==> src/rtl/pmips_pipe.sv <==
// pmips_pipe: five-stage (IF/ID/EX/MEM/WB) pipelined core with a
// parametrised datapath, register count and instruction width.
// It contains its own register file, ALU and control. It handles hazards in
// one of two ways. With FWD=1 it forwards results and stalls only on a
// load-use hazard. With FWD=0 it interlocks on every RAW hazard. Branches
// resolve in EX, and a taken branch flushes the two younger slots.
//
// Ports
//   clock      in   single clock, all state on the rising edge
//   reset      in   asynchronous, active-low
//   imemaddr   out  PC of the instruction being fetched
//   imemrdata  in   instruction at imemaddr (combinational)
//   dmemaddr   out  EX/MEM ALU result (load/store address)
//   dmemwdata  out  store data (forwarded rt value)
//   dmemwrite  out  store strobe in MEM
//   dmemread   out  load strobe in MEM
//   dmemrdata  in   load data at dmemaddr (combinational)
//   aluresult  out  EX-stage ALU output (debug)
//   stall      out  PC and IF/ID held this cycle
//   retire     out  a valid (non-bubble) instruction is in WB this cycle
//
// Instruction fields: opcode [IW-1:IW-4], rs, rt (RA bits each), and
// imm = the low IMMW bits. rd is the top RA bits of imm.
module pmips_pipe #(
    parameter int DW  = 16,
    parameter int RA  = 3,
    parameter int IW  = 17,
    parameter int FWD = 1
) (
    input  logic          clock,
    input  logic          reset,
    output logic [DW-1:0] imemaddr,
    input  logic [IW-1:0] imemrdata,
    output logic [DW-1:0] dmemaddr,
    output logic [DW-1:0] dmemwdata,
    output logic          dmemwrite,
    output logic          dmemread,
    input  logic [DW-1:0] dmemrdata,
    output logic [DW-1:0] aluresult,
    output logic          stall,
    output logic          retire
);

    localparam int NREG = 1 << RA;
    localparam int IMMW = IW - 4 - 2 * RA;

    localparam logic [3:0] OP_ADD  = 4'd0;
    localparam logic [3:0] OP_SUB  = 4'd1;
    localparam logic [3:0] OP_AND  = 4'd2;
    localparam logic [3:0] OP_OR   = 4'd3;
    localparam logic [3:0] OP_SLT  = 4'd4;
    localparam logic [3:0] OP_ADDI = 4'd5;
    localparam logic [3:0] OP_LW   = 4'd6;
    localparam logic [3:0] OP_SW   = 4'd7;
    localparam logic [3:0] OP_BEQ  = 4'd8;
    localparam logic [3:0] OP_BNE  = 4'd9;

    // An all-zero stage register is a bubble: valid=0 and every control bit 0.
    typedef struct packed {
        logic          valid;
        logic [3:0]    op;
        logic          regwrite;
        logic          memread;
        logic          memwrite;
        logic          alusrc;
        logic          beq;
        logic          bne;
        logic [RA-1:0] rs;
        logic [RA-1:0] rt;
        logic [RA-1:0] dest;
        logic [DW-1:0] rs_val;
        logic [DW-1:0] rt_val;
        logic [DW-1:0] imm;
        logic [DW-1:0] pcplus;
    } idex_t;

    typedef struct packed {
        logic          valid;
        logic          regwrite;
        logic          memread;
        logic          memwrite;
        logic [RA-1:0] dest;
        logic [DW-1:0] alu;
        logic [DW-1:0] wdata;
    } exmem_t;

    typedef struct packed {
        logic          valid;
        logic          regwrite;
        logic [RA-1:0] dest;
        logic [DW-1:0] data;
    } memwb_t;

    // ---------------- state ----------------
    logic [DW-1:0] r_pc;
    logic          r_ifid_valid;
    logic [IW-1:0] r_ifid_instr;
    logic [DW-1:0] r_ifid_pcplus;
    idex_t         r_idex;
    exmem_t        r_exmem;
    memwb_t        r_memwb;
    logic [DW-1:0] r_rf [NREG];

    // ---------------- wires ----------------
    logic [DW-1:0]   w_pcplus;
    logic [3:0]      w_op;
    logic [RA-1:0]   w_rs;
    logic [RA-1:0]   w_rt;
    logic [RA-1:0]   w_rd;
    logic [IMMW-1:0] w_imm;
    logic [DW-1:0]   w_imm_sext;
    logic            w_regwrite;
    logic            w_memread;
    logic            w_memwrite;
    logic            w_alusrc;
    logic            w_beq;
    logic            w_bne;
    logic            w_uses_rs;
    logic            w_uses_rt;
    logic [RA-1:0]   w_dest;
    logic [DW-1:0]   w_rs_val;
    logic [DW-1:0]   w_rt_val;
    logic            w_wb_we;
    idex_t           w_idex_next;
    logic [DW-1:0]   w_op_a;
    logic [DW-1:0]   w_op_b;
    logic [DW-1:0]   w_alu_b;
    logic [DW-1:0]   w_alu;
    logic            w_taken;
    logic [DW-1:0]   w_target;
    logic            w_hazard;
    logic [DW-1:0]   w_mem_data;

    // ---------------- IF ----------------
    assign w_pcplus = r_pc + DW'(2);

    // ---------------- ID ----------------
    assign w_op       = r_ifid_instr[IW-1 -: 4];
    assign w_rs       = r_ifid_instr[IW-5 -: RA];
    assign w_rt       = r_ifid_instr[IW-5-RA -: RA];
    assign w_imm      = r_ifid_instr[IMMW-1:0];
    assign w_rd       = w_imm[IMMW-1 -: RA];
    assign w_imm_sext = {{(DW-IMMW){w_imm[IMMW-1]}}, w_imm};

    always_comb begin
        w_regwrite = 1'b0;
        w_memread  = 1'b0;
        w_memwrite = 1'b0;
        w_alusrc   = 1'b0;
        w_beq      = 1'b0;
        w_bne      = 1'b0;
        w_uses_rs  = 1'b0;
        w_uses_rt  = 1'b0;
        w_dest     = w_rt;
        case (w_op)
            OP_ADD, OP_SUB, OP_AND, OP_OR, OP_SLT: begin
                w_regwrite = 1'b1;
                w_uses_rs  = 1'b1;
                w_uses_rt  = 1'b1;
                w_dest     = w_rd;
            end
            OP_ADDI: begin
                w_regwrite = 1'b1;
                w_alusrc   = 1'b1;
                w_uses_rs  = 1'b1;
            end
            OP_LW: begin
                w_regwrite = 1'b1;
                w_memread  = 1'b1;
                w_alusrc   = 1'b1;
                w_uses_rs  = 1'b1;
            end
            OP_SW: begin
                w_memwrite = 1'b1;
                w_alusrc   = 1'b1;
                w_uses_rs  = 1'b1;
                w_uses_rt  = 1'b1;
            end
            OP_BEQ: begin
                w_beq     = 1'b1;
                w_uses_rs = 1'b1;
                w_uses_rt = 1'b1;
            end
            OP_BNE: begin
                w_bne     = 1'b1;
                w_uses_rs = 1'b1;
                w_uses_rt = 1'b1;
            end
            default: ;
        endcase
    end

    // Register file read with a write-through bypass from WB.
    // r0 is never written, so reading r_rf[0] always gives 0.
    assign w_wb_we  = r_memwb.regwrite && (r_memwb.dest != '0);
    assign w_rs_val = (w_wb_we && r_memwb.dest == w_rs) ? r_memwb.data : r_rf[w_rs];
    assign w_rt_val = (w_wb_we && r_memwb.dest == w_rt) ? r_memwb.data : r_rf[w_rt];

    always_comb begin
        w_idex_next          = '0;
        w_idex_next.valid    = r_ifid_valid;
        w_idex_next.op       = w_op;
        w_idex_next.regwrite = w_regwrite;
        w_idex_next.memread  = w_memread;
        w_idex_next.memwrite = w_memwrite;
        w_idex_next.alusrc   = w_alusrc;
        w_idex_next.beq      = w_beq;
        w_idex_next.bne      = w_bne;
        w_idex_next.rs       = w_rs;
        w_idex_next.rt       = w_rt;
        w_idex_next.dest     = w_dest;
        w_idex_next.rs_val   = w_rs_val;
        w_idex_next.rt_val   = w_rt_val;
        w_idex_next.imm      = w_imm_sext;
        w_idex_next.pcplus   = r_ifid_pcplus;
    end

    // Hazard detection. With forwarding, only a load in EX that feeds the ID
    // instruction must wait one cycle. Without forwarding, any producer still
    // in EX or MEM blocks the consumer. A producer in WB is covered by the
    // register-file bypass.
    always_comb begin
        w_hazard = 1'b0;
        if (FWD != 0) begin
            if (r_idex.memread && r_idex.dest != '0 &&
                (r_idex.dest == w_rs || r_idex.dest == w_rt))
                w_hazard = 1'b1;
        end else begin
            if (r_idex.regwrite && r_idex.dest != '0 &&
                ((w_uses_rs && r_idex.dest == w_rs) || (w_uses_rt && r_idex.dest == w_rt)))
                w_hazard = 1'b1;
            if (r_exmem.regwrite && r_exmem.dest != '0 &&
                ((w_uses_rs && r_exmem.dest == w_rs) || (w_uses_rt && r_exmem.dest == w_rt)))
                w_hazard = 1'b1;
        end
        w_hazard = w_hazard && r_ifid_valid;
    end

    // ---------------- EX ----------------
    // Forwarding priority: EX/MEM first, then MEM/WB. A load still in EX/MEM
    // has no data yet and is never a forwarding source.
    always_comb begin
        w_op_a = r_idex.rs_val;
        w_op_b = r_idex.rt_val;
        if (FWD != 0) begin
            if (r_exmem.regwrite && !r_exmem.memread && r_exmem.dest != '0 &&
                r_exmem.dest == r_idex.rs)
                w_op_a = r_exmem.alu;
            else if (r_memwb.regwrite && r_memwb.dest != '0 && r_memwb.dest == r_idex.rs)
                w_op_a = r_memwb.data;
            if (r_exmem.regwrite && !r_exmem.memread && r_exmem.dest != '0 &&
                r_exmem.dest == r_idex.rt)
                w_op_b = r_exmem.alu;
            else if (r_memwb.regwrite && r_memwb.dest != '0 && r_memwb.dest == r_idex.rt)
                w_op_b = r_memwb.data;
        end
    end

    assign w_alu_b = r_idex.alusrc ? r_idex.imm : w_op_b;

    always_comb begin
        case (r_idex.op)
            OP_ADD, OP_ADDI, OP_LW, OP_SW: w_alu = w_op_a + w_alu_b;
            OP_AND:                        w_alu = w_op_a & w_alu_b;
            OP_OR:                         w_alu = w_op_a | w_alu_b;
            OP_SLT:  w_alu = {{(DW-1){1'b0}}, ($signed(w_op_a) < $signed(w_alu_b))};
            default:                       w_alu = w_op_a - w_alu_b;
        endcase
    end

    assign w_taken  = r_idex.valid &&
                      ((r_idex.beq && w_op_a == w_op_b) || (r_idex.bne && w_op_a != w_op_b));
    assign w_target = r_idex.pcplus + (r_idex.imm << 1);

    // ---------------- MEM ----------------
    assign w_mem_data = r_exmem.memread ? dmemrdata : r_exmem.alu;

    // ---------------- sequential ----------------
    // A taken branch wins over a stall. The stalled ID instruction lies on
    // the wrong path and is squashed along with the fetch slot.
    always_ff @(posedge clock or negedge reset) begin
        if (!reset) begin
            r_pc          <= '0;
            r_ifid_valid  <= 1'b0;
            r_ifid_instr  <= '0;
            r_ifid_pcplus <= '0;
        end else if (w_taken) begin
            r_pc          <= w_target;
            r_ifid_valid  <= 1'b0;
            r_ifid_instr  <= '0;
            r_ifid_pcplus <= '0;
        end else if (!w_hazard) begin
            r_pc          <= w_pcplus;
            r_ifid_valid  <= 1'b1;
            r_ifid_instr  <= imemrdata;
            r_ifid_pcplus <= w_pcplus;
        end
    end

    always_ff @(posedge clock or negedge reset) begin
        if (!reset)
            r_idex <= '0;
        else if (w_taken || w_hazard)
            r_idex <= '0;
        else
            r_idex <= w_idex_next;
    end

    always_ff @(posedge clock or negedge reset) begin
        if (!reset) begin
            r_exmem <= '0;
        end else begin
            r_exmem.valid    <= r_idex.valid;
            r_exmem.regwrite <= r_idex.regwrite;
            r_exmem.memread  <= r_idex.memread;
            r_exmem.memwrite <= r_idex.memwrite;
            r_exmem.dest     <= r_idex.dest;
            r_exmem.alu      <= w_alu;
            r_exmem.wdata    <= w_op_b;
        end
    end

    always_ff @(posedge clock or negedge reset) begin
        if (!reset) begin
            r_memwb <= '0;
        end else begin
            r_memwb.valid    <= r_exmem.valid;
            r_memwb.regwrite <= r_exmem.regwrite;
            r_memwb.dest     <= r_exmem.dest;
            r_memwb.data     <= w_mem_data;
        end
    end

    always_ff @(posedge clock or negedge reset) begin
        if (!reset) begin
            for (int i = 0; i < NREG; i++) r_rf[i] <= '0;
        end else if (w_wb_we) begin
            r_rf[r_memwb.dest] <= r_memwb.data;
        end
    end

    // ---------------- outputs ----------------
    assign imemaddr  = r_pc;
    assign dmemaddr  = r_exmem.alu;
    assign dmemwdata = r_exmem.wdata;
    assign dmemwrite = r_exmem.memwrite;
    assign dmemread  = r_exmem.memread;
    assign aluresult = w_alu;
    assign stall     = w_hazard && !w_taken;
    assign retire    = r_memwb.valid;

endmodule

==> config.mk <==
export PLATFORM = sky130hd
export DESIGN_NAME = pmips_pipe
export DESIGN_NICKNAME = d
export VERILOG_FILES = /design/src/rtl/pmips_pipe.sv
export SDC_FILE = /design/constraint.sdc
export NUM_CORES = 1
export LEC_CHECK = 0
export ABC_AREA = 1
export CORE_MARGIN = 1.5
export CORE_UTILIZATION = 45
export DETAILED_ROUTE_END_ITERATION = 8
export PLACE_DENSITY = 0.63
export SLEW_MARGIN = 20
export SYNTH_ARGS = -nofsm -noshare
export SYNTH_HDL_FRONTEND = slang
export SYNTH_SLANG_ARGS = --single-unit
export TNS_END_PERCENT = 1
==> constraint.sdc <==
create_clock -name clock -period 5.9 [get_ports clock]
set_clock_uncertainty 0.2 [all_clocks]
set_input_delay 1.18 -clock clock [delete_from_list [all_inputs] [get_ports clock]]
set_output_delay 1.18 -clock clock [all_outputs]
set_load 0.01 [all_outputs]
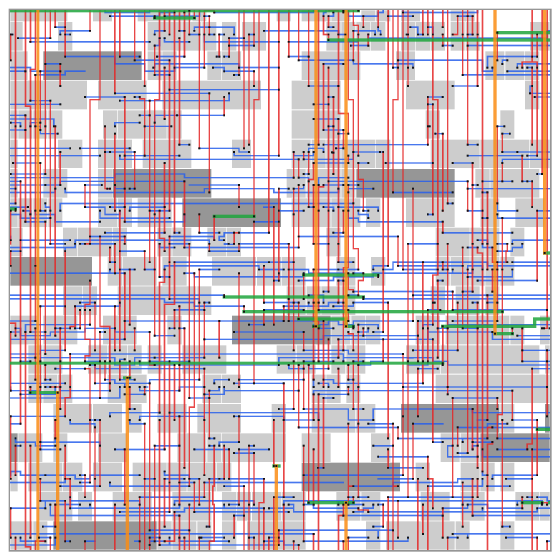
Fig. 1. Layout detail (run 1).
Window x 77 to 127, y 117 to 167 um. Cells in gray, sequential cells in the stronger gray; small squares are vias.
Key: red = M2; blue = M1; orange = M4; green = M3
Sequential cells in the window: 10. Most frequent: nand2_1 (59), inv_1 (22), nand3_1 (21). 214 logic cells have their middle in the window. Netlist names of flops here include r_memwb (7), dmemwdata (3).

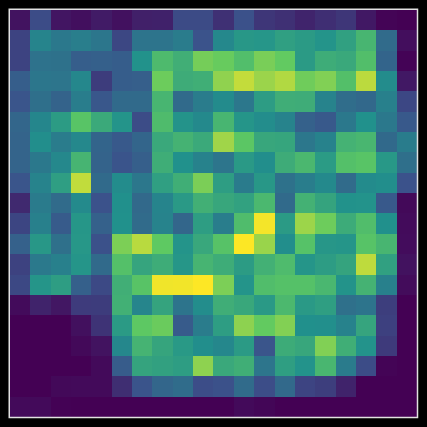
Fig. 2. Wiring heat map (run 1).
Scale: 2 px per um. 20 x 20 tiles, from dark purple (low) to yellow (high), scaled to the fullest tile. Values are wire area over tile area, all layers added.
10% of the tiles are nearly empty. The densest ninth of the die: center. The fullest tile reaches 0.52.
wire per inst: 18.6 um
sum of routed wire length over all layers: 54300 um
All-Layer GR Usage: 0.266

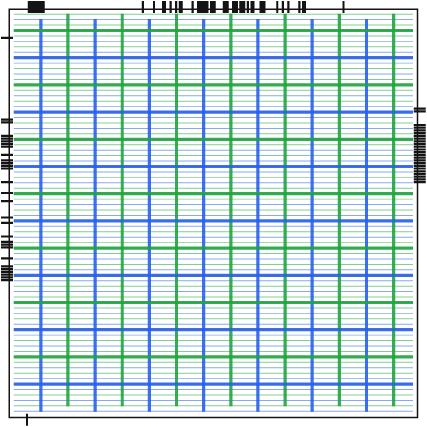
Fig. 3. PDN straps and rails (run 1).
Scale: 2 px per um. Pins as bars on the die edge.
Key: blue = VSS; green = VDD
14 straps on met5. 103 signal pins sit on the boundary. 74 met1 rails follow the rows.
maximum ir drop on the vdd rail: 0.243 mV
x dimension of the die: 203 um

==> results.txt, run 1 <==
Here are the numbers from the latest Yosys + OpenROAD run.

The amount of wire on met2 after detailed routing came out at 25400 um. The pin closest to its max-slew limit shows a slew of just over 1 ns. The synthesized instance count is 2325. Setup repair after global routing could not meet its margin everywhere.

Once placement finished, the instance area stood at 19300 um2. The initial antenna violation count is 0. OpenSTA lists the critical path endpoint as aluresult[9]. The detailed router finished its first iteration with 1481 violations.

The number of global-route vias before repair came out at 16000. The data arrival at the endpoint of the critical path is 4.61 ns. The number of nets with antenna violations after routing is 0. r_rf holds more flip-flops than any other register. The flow ran to the end, but the final reports show violations. The detailed router put a total of 23300 um of wire on met1. The area inside the core boundary is 39600 um2. The startpoint kind of the worst setup timing path is a flop. The final design utilization came out at 0.527. The final critical-path setup slack came out at -0.0900 ns.

The setup fix buffers added after clock tree synthesis came out at 8. The internal power of the cells totals 6590 uW. The register with the most flip-flops in the layout has about 130 of them. The cell type contributing the most total cell area after synthesis is sky130_fd_sc_hd__dfrtp_1. The leftover overflow at the end of global routing came out at 0. The final worst hold slack is 0.146 ns. The post-synthesis async set-or-reset flop share came out at 1.00. In the finished design, the share of the clock period the worst path needs comes to 1.02. The power consumption is between 10000 and 15000 uW.

Per the timing report, the most critical flop-to-flop path finishes at r_idex[21]$_DFF_PN0_. The mean instance size in the synthesized netlist is 7.77 um2. The part of the power in registers came out at 0.316.

In the final layout, the registers with the most flip-flops are r_rf x128, r_idex x75, r_memwb x20. The number of endpoints with negative hold slack in the final report came out at 0. The count of library flops with an enable pin came out at 0. By instance count, the leading cell after synthesis is sky130_fd_sc_hd__nand2_1. The post-detailed-placement half-perimeter wirelength came out at 36000 um.

Per report_power, the top consumer among the power groups is combinational logic. The clock passes through at most 3 buffers. The TritonCTS clock tree is yes. Per the hold report, the tightest min-delay path originates at r_exmem[38]$_DFF_PN0_. The number of buffers added by the clock tree synthesis step is 37. The count of input and output buffers came out at between 100 and 150. The clock H-tree reported by CTS has 2 levels. The maximum net fanout on the critical path is 8.

Per the finish-stage timing summary, setup violations number 2. The checks that failed: setup timing. The count of antenna diodes in the layout came out at 0. According to the timing report, the critical path is launched from r_memwb[18]$_DFF_PN0_.

The number of nets at the end of the flow came out at about 2500. The launch instance of the worst register-to-register path is r_memwb[18]$_DFF_PN0_.
## run 1: cell type report
class	count	area, um2
Sequential cell	313	7840
Inverter	211	795
Multi-Input combinational cell	1631	8760
Clock buffer	55	1110
Tap cell	525	657
Clock inverter	9	155
Fill cell	3838	18800
Timing Repair Buffer	168	1570
## run 1: critical path, cell delays in order, from the launching register on
cell and delay, ns:
sky130_fd_sc_hd__dfrtp_2 0.44, sky130_fd_sc_hd__buf_4 0.15, sky130_fd_sc_hd__xor2_1 0.16, sky130_fd_sc_hd__nor2_4 0.16, sky130_fd_sc_hd__nand3_4 0.14, sky130_fd_sc_hd__buf_4 0.19, sky130_fd_sc_hd__o21ai_2 0.13, sky130_fd_sc_hd__nand2_1 0.08
sky130_fd_sc_hd__o21ai_2 0.14, sky130_fd_sc_hd__ha_1 0.31, sky130_fd_sc_hd__nand3_1 0.10, sky130_fd_sc_hd__nand2_1 0.06, sky130_fd_sc_hd__nand2_1 0.07, sky130_fd_sc_hd__nand2_1 0.10, sky130_fd_sc_hd__a21oi_4 0.20, sky130_fd_sc_hd__nor2_2 0.06
sky130_fd_sc_hd__nor2_1 0.11, sky130_fd_sc_hd__o21bai_1 0.12, sky130_fd_sc_hd__nand2_1 0.12, sky130_fd_sc_hd__a31oi_4 0.10, sky130_fd_sc_hd__or2_2 0.28, sky130_fd_sc_hd__nand3_1 0.07, sky130_fd_sc_hd__nand2_1 0.06, sky130_fd_sc_hd__a21oi_1 0.13
sky130_fd_sc_hd__nand2_1 0.09, sky130_fd_sc_hd__clkdlybuf4s50_1 0.48
## run 1: cells by family (layout without fill, tap and decap cells)
logic type	after synthesis	in the layout	synth area share
xor+xnor	52	52	0.0256
compound gates	559	559	0.176
buf+inv	381	443	0.0938
simple gates	953	953	0.223
fa+ha+maj	67	67	0.0477
flops	313	313	0.434
Fig. 4: run 1, cell sizes after repair
Scale: 1.5 px per um.
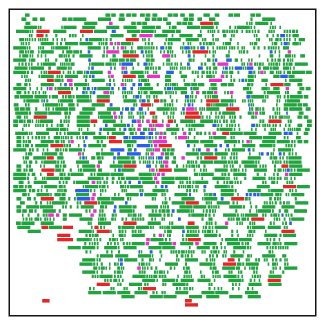

## Run 2: what changed since run 1
--- a/config.mk
+++ b/config.mk
@@ -6,10 +6,10 @@
 export NUM_CORES = 1
 export LEC_CHECK = 0
 export ABC_AREA = 1
-export CORE_MARGIN = 1.5
+export CORE_MARGIN = 4
 export CORE_UTILIZATION = 45
 export DETAILED_ROUTE_END_ITERATION = 8
-export PLACE_DENSITY = 0.63
+export PLACE_DENSITY = 0.7
 export SLEW_MARGIN = 20
 export SYNTH_ARGS = -nofsm -noshare
 export SYNTH_HDL_FRONTEND = slang
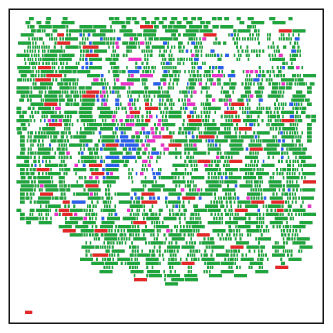
Fig. 5. Cell sizes after repair (run 2).
Scale: 1.5 px per um.
Key: magenta = x3 and x4 [cells 80, share 3.3%, most used buf_4]; blue = x2 [cells 125, share 5.2%, most used nor2_2]; red = x6 and larger [cells 58, share 2.4%, most used clkbuf_16]; green = x1 and smaller [cells 2129, share 89%, most used nand2_1]

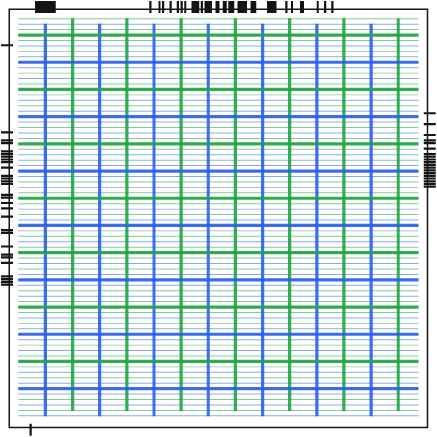
Fig. 6. PDN straps and rails (run 2).
Scale: 2 px per um. Pins as bars on the die edge.
Key: green = VDD; blue = VSS
103 signal pins sit on the boundary. 74 met1 rails follow the rows.

==> run 2 against run 1 <==
  * The run still ends with setup timing left
  * Non-clock buffer count is 3 higher
  * Register-to-register slack better by 0.17 ns
  * Die size rose by 5.0%
  * Design area rose by 0.23%
  * Combinational power hardly changed
  * Fmax is 1.4% higher
  * Critical path depth shrank 3
  * First-iteration DRC count increased by 9.9%
  * Worst hold slack improved by 0.0034 ns
  * Count of clock-buffer cells in the layout is 5 lower
  * Routed wire length is 0.36% lower
==> results.txt, run 2 <==
Here are the numbers from the latest Yosys + OpenROAD run.

The actual slew at the worst max-slew pin is 1.01 ns (-0.0271 ns). The post-place instance area came out at 19300 um2 (+0.29%). The flow ran to the end, but the final reports show violations.

The inverter count is 211 (unchanged). The capture point of the critical path was reported as aluresult[0]. The final reports fail on setup timing. The number of endpoints with negative hold slack in the final report is 0 (unchanged).

The post-synthesis share of cell area spent on full adders, half adders and majority gates came out at 0.0477 (unchanged). The internal power summed over all cells is 6620 uW (+0.42%). The multi-input combinational cell area is 8730 um2 (-0.33%). The filler cell count is 3730 (-2.8%). Tracing the worst setup path back leads to its startpoint at dmemread$_DFF_PN0_.

The peak per-stage delay on the critical path came out at 0.55 ns (+0.07 ns). The count of antenna diodes in the layout came out at 0 (unchanged). The die width was 208 um (+2.5%).

The final critical-path setup slack came out at -0.00592 ns (+0.0841 ns). For reference, the critical path cell chain is inv_4, nand2_2, nor2_2, buf_4, nand3_1, buf_4, nand2_1, nand2_1, inv_1, ha_1, inv_1, fa_1, nand3_1, nand2_1, nand2_1, nand3_2, nand2_1, nand2_1, nand2_1, nand3_2, a21oi_2, clkdlybuf4s50_1. The mux cell area share after synthesis is 0 (unchanged). The setup violation total in the final timing report came out at 1 (-1).

The register with the most flip-flops in the final layout is r_rf. The final design utilization came out at 0.527 (about the same). The number of tap instances came out at 525 (unchanged).

The part of the power in registers came out at 0.316 (about the same). Ranked by total area, the top cell class in this layout is multi-input combinational cells. The count of input and output buffers was 102 (unchanged). The most common cell in the netlist is sky130_fd_sc_hd__nand2_1. The relative area of non-clock buffer cells in the final design was 0.0779 (+0.00257). The TritonCTS clock tree is yes. The number of nets with antenna violations after routing was 0 (unchanged). The H-tree depth came out at 2 (unchanged).
[run 2: cell counts after synthesis]
Identical to the previous run, type by type.
[run 2: repair_timing]
item | CTS | global route
endpoints found under the setup margin | 10 | 12
hold endpoints to repair | 0 | 0
pin swaps | 1 | 8
hold buffers | 0 | 0
buffers inserted | 2 | 6
resized | 20 | 41
gates cloned | 0 | 2
[run 2: worst min path at each step]
| stage | end | slack, ns |
|---|---|---|
| 2_1_floorplan | dmemwrite$_DFF_PN0_ | 0.13 |
| 3_3_place_gp | dmemwrite$_DFF_PN0_ | 0.13 |
| 3_5_place_dp | dmemwrite$_DFF_PN0_ | 0.13 |
| 4_1_cts | retire$_DFF_PN0_ | 0.15 |
| 5_1_grt | retire$_DFF_PN0_ | 0.16 |
| 6_report | retire$_DFF_PN0_ | 0.15 |
[run 2: power by group through the flow]
stage          sequential (uW)  combinational [uW]  clock [uW]
2_1_floorplan             3410                3580           0
3_3_place_gp              3620                5120           0
3_5_place_dp              3640                5170           0
4_1_cts                   3610                5250        2470
5_1_grt                   3720                6060        2560
6_report                  3630                5410        2430
[run 2: routing by layer]
| metal | wire length (um) | GRT usage | vias to the layer above |
|---|---|---|---|
| met3 | 4100 | 0.0357 | 128 |
| met5 | 0 | 0 | - |
| met2 | 25300 | 0.395 | 728 |
| met4 | 1780 | 0.0929 | 0 |
| li1 | - | - | 7709 |
| met1 | 22900 | 0.335 | 7778 |
[run 2: kinds of logic after synthesis]
logic type	count (synthesis)
AND/OR/NAND/NOR	953
AND-OR/OR-AND	559
buffers and inverters	381
flip-flops	313
adder cells (fa/ha/maj)	67
XOR/XNOR	52
Fig. 7: run 2, placement view
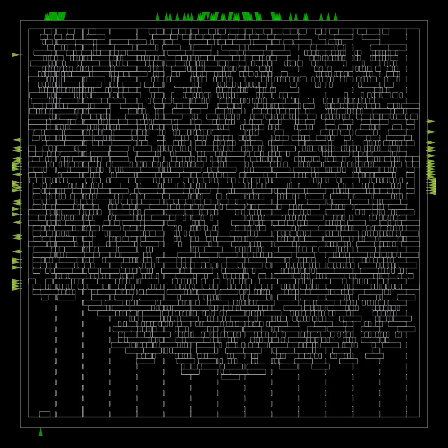

## Run 3: what changed since run 2
--- a/config.mk
+++ b/config.mk
@@ -6,9 +6,9 @@
 export NUM_CORES = 1
 export LEC_CHECK = 0
 export ABC_AREA = 1
-export CORE_MARGIN = 4
 export CORE_UTILIZATION = 45
 export DETAILED_ROUTE_END_ITERATION = 8
+export MAX_ROUTING_LAYER = met4
 export PLACE_DENSITY = 0.7
 export SLEW_MARGIN = 20
 export SYNTH_ARGS = -nofsm -noshare
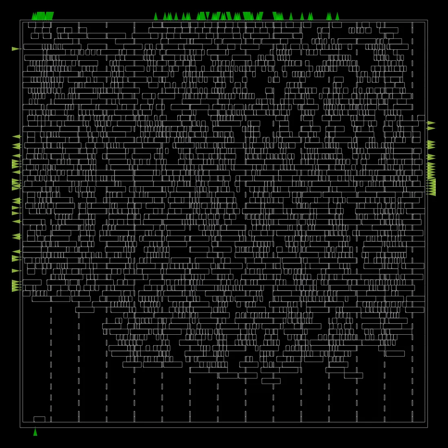
Fig. 8. Placement view (run 3).
Well-Tap Cells: 525
number of flip-flops and latches: 313

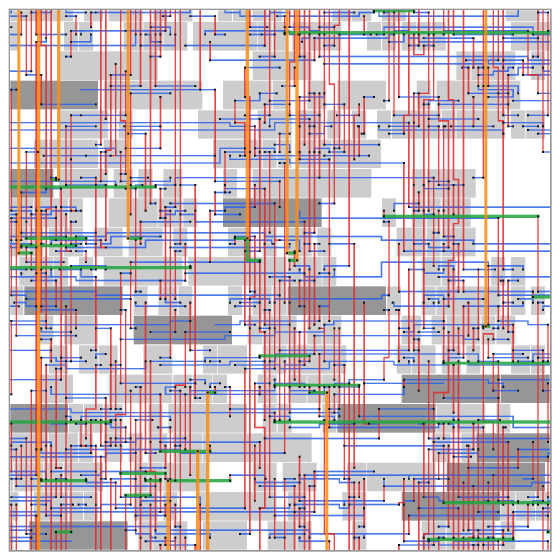
Fig. 9. Layout detail (run 3).
Window x 76 to 126, y 117 to 167 um. Cells in gray, sequential cells in the stronger gray; small squares are vias.

==> run 3 against run 2 <==
  * The flow now finishes without violations
  * Critical path type unchanged
  * Synthesized cell count unchanged
  * First-iteration DRC count fell by 3.8%
  * Via count about the same
  * Design area fell by 0.72%
  * Non-clock buffer count shrank 1
  * Sequential power about the same
  * Flip-flop count unchanged
  * Worst hold slack got worse by 0.0029 ns
  * Highest routed layer unchanged
  * Die size is 5.7% lower
==> results.txt, run 3 <==
Here are the numbers from the latest Yosys + OpenROAD run.

The hold buffer count at cts came out at 0 (unchanged). The met1 track utilization from global routing is 0.357 (+0.0215). The peak per-stage delay on the critical path came out at 0.49 ns (-0.06 ns).

Logged for this run, the post-placement worst setup slack is 0.101 ns. The die width came out at 202 um (-2.9%). The initial cell density of the core came out at 0.456. The timing report attributes the biggest portion of critical-path delay to simple AND/OR/NAND/NOR gates. The worst hold path begins at r_idex[76]$_DFF_PN0_. In the synthesized netlist the dominant register cell turns out to be sky130_fd_sc_hd__dfrtp_1. The TritonCTS clock tree is yes. The met1 layer wirelength in the final routing came out at 22600 um (-1.2%). In the layout the commonest cells are sky130_fd_sc_hd__nand2_1 (463), sky130_fd_sc_hd__dfrtp_1 (308), sky130_fd_sc_hd__o21ai_0 (297). The number of endpoints with negative hold slack in the final report came out at 0 (unchanged). The portion of synthesized cell area occupied by the leading cell type came out at 0.434. The total met3 wirelength after detailed routing came out at 4010 um (-2.3%). The final design utilization came out at 0.524 (-0.00257). The number of global-route vias before repair came out at roughly 16000. The count of antenna diodes in the layout is 0 (unchanged). For reference, the critical path cell chain is xor2_1, nor2_1, nand3_2, buf_12, o21ai_1, inv_1, o21ai_1, inv_1, ha_1, buf_4, nand2_1, nor3_2, a21oi_1, or2_2, nand2_1, a21oi_1, or2_2, nand3_1, nand3b_1, clkdlybuf4s50_1. The final critical-path setup slack is 0.129 ns (+0.135 ns). The H-tree depth is 2 (unchanged). The ratio of routed vias to standard cells is between 5 and 6. The flow ran to the end, and the final reports show no timing, DRC or antenna violations. The highest metal layer carrying signal wires in the routed design is met4. The aggregate routed wire length is roughly 54000 um.

The count of library flops with an enable pin is 0. Adding up every negative setup slack in the final design gives 0 ns. TritonCTS created 34 clock buffers. The setup violation total in the final timing report came out at 0 (-1). The post-place instance area came to 19300 um2 (-0.14%). The count of cells resized by post-cts repair came to 31 (+55%).

The setup fix buffers added after clock tree synthesis is 8 (+6). The amount of wire on met2 after detailed routing is 25300 um (+0.13%). The worst-case hold path end point is dmemwrite$_DFF_PN0_. The met3 demand-to-capacity share in global routing came out at 0.0389 (+0.00312). The cell type contributing the most total cell area after synthesis is sky130_fd_sc_hd__dfrtp_1. The met2 track utilization from global routing came out at 0.436 (+0.0415).

The most common cell in the netlist is sky130_fd_sc_hd__nand2_1. The number of nets with antenna violations after routing is 0 (unchanged). The count of input and output buffers came out at 102 (unchanged). The sum of buffers and inverters on the critical path came out at 5.

The actual slew at the worst max-slew pin is 1.11 ns (+0.0971 ns). Among all stages on the critical path, the largest delay is contributed by sky130_fd_sc_hd__clkdlybuf4s50_1. The register with the most flip-flops in the final layout is r_rf. The most used routing layer is met2.

The pin count of the biggest net entering global routing came out at 143. The warning tally printed by Yosys for this design is 0.
==> run 3: cell counts after synthesis <==
Identical to the previous run, type by type.
==> run 3: cell type report <==
type	count	area, um2
Sequential cell	313	7840
Fill cell	3731	18900
Inverter	211	795
Clock buffer	48	1000
Timing Repair Buffer	170	1620
Tap cell	525	657
Multi-Input combinational cell	1632	8760
Clock inverter	10	111
==> run 3: how the worst max path moves through the flow <==
stage / from / to / slack [ns]
3_5_place_dp: r_exmem[32]$_DFF_PN0_ / aluresult[9] / 0.10
5_1_grt: r_exmem[34]$_DFF_PN0_ / aluresult[10] / -0.19
6_report: r_exmem[34]$_DFF_PN0_ / aluresult[10] / 0.13
3_3_place_gp: r_memwb[17]$_DFF_PN0_ / aluresult[9] / 0.20
2_1_floorplan: dmemread$_DFF_PN0_ / aluresult[9] / 0.88
4_1_cts: r_exmem[32]$_DFF_PN0_ / aluresult[9] / -0.08
==> run 3: kinds of logic (layout without fill, tap and decap cells) <==
group	count (synthesis)	after routing	share of synthesized area
flip-flops	313	313	0.434
AND/OR/NAND/NOR	953	954	0.223
XOR/XNOR	52	52	0.0256
adder cells (fa/ha/maj)	67	67	0.0477
buffers and inverters	381	439	0.0938
AND-OR/OR-AND	559	559	0.176
==> run 3: power breakdown <==
part | total (uW) | internal, uW | switching (uW)
clock | 2160 | 1270 | 888
sequential | 3620 | 2960 | 662
combinational | 5450 | 2190 | 3260
==> run 3: per-stage QoR <==
stage	total power (uW)	std cells
5_1_grt	12100	2909
4_1_cts	11100	2906
3_3_place_gp	8720	2839
2_1_floorplan	6990	2325
3_5_place_dp	8790	2839
6_report	11200	2909
Power figures rest on the tool's default switching activity, not on a simulated workload.
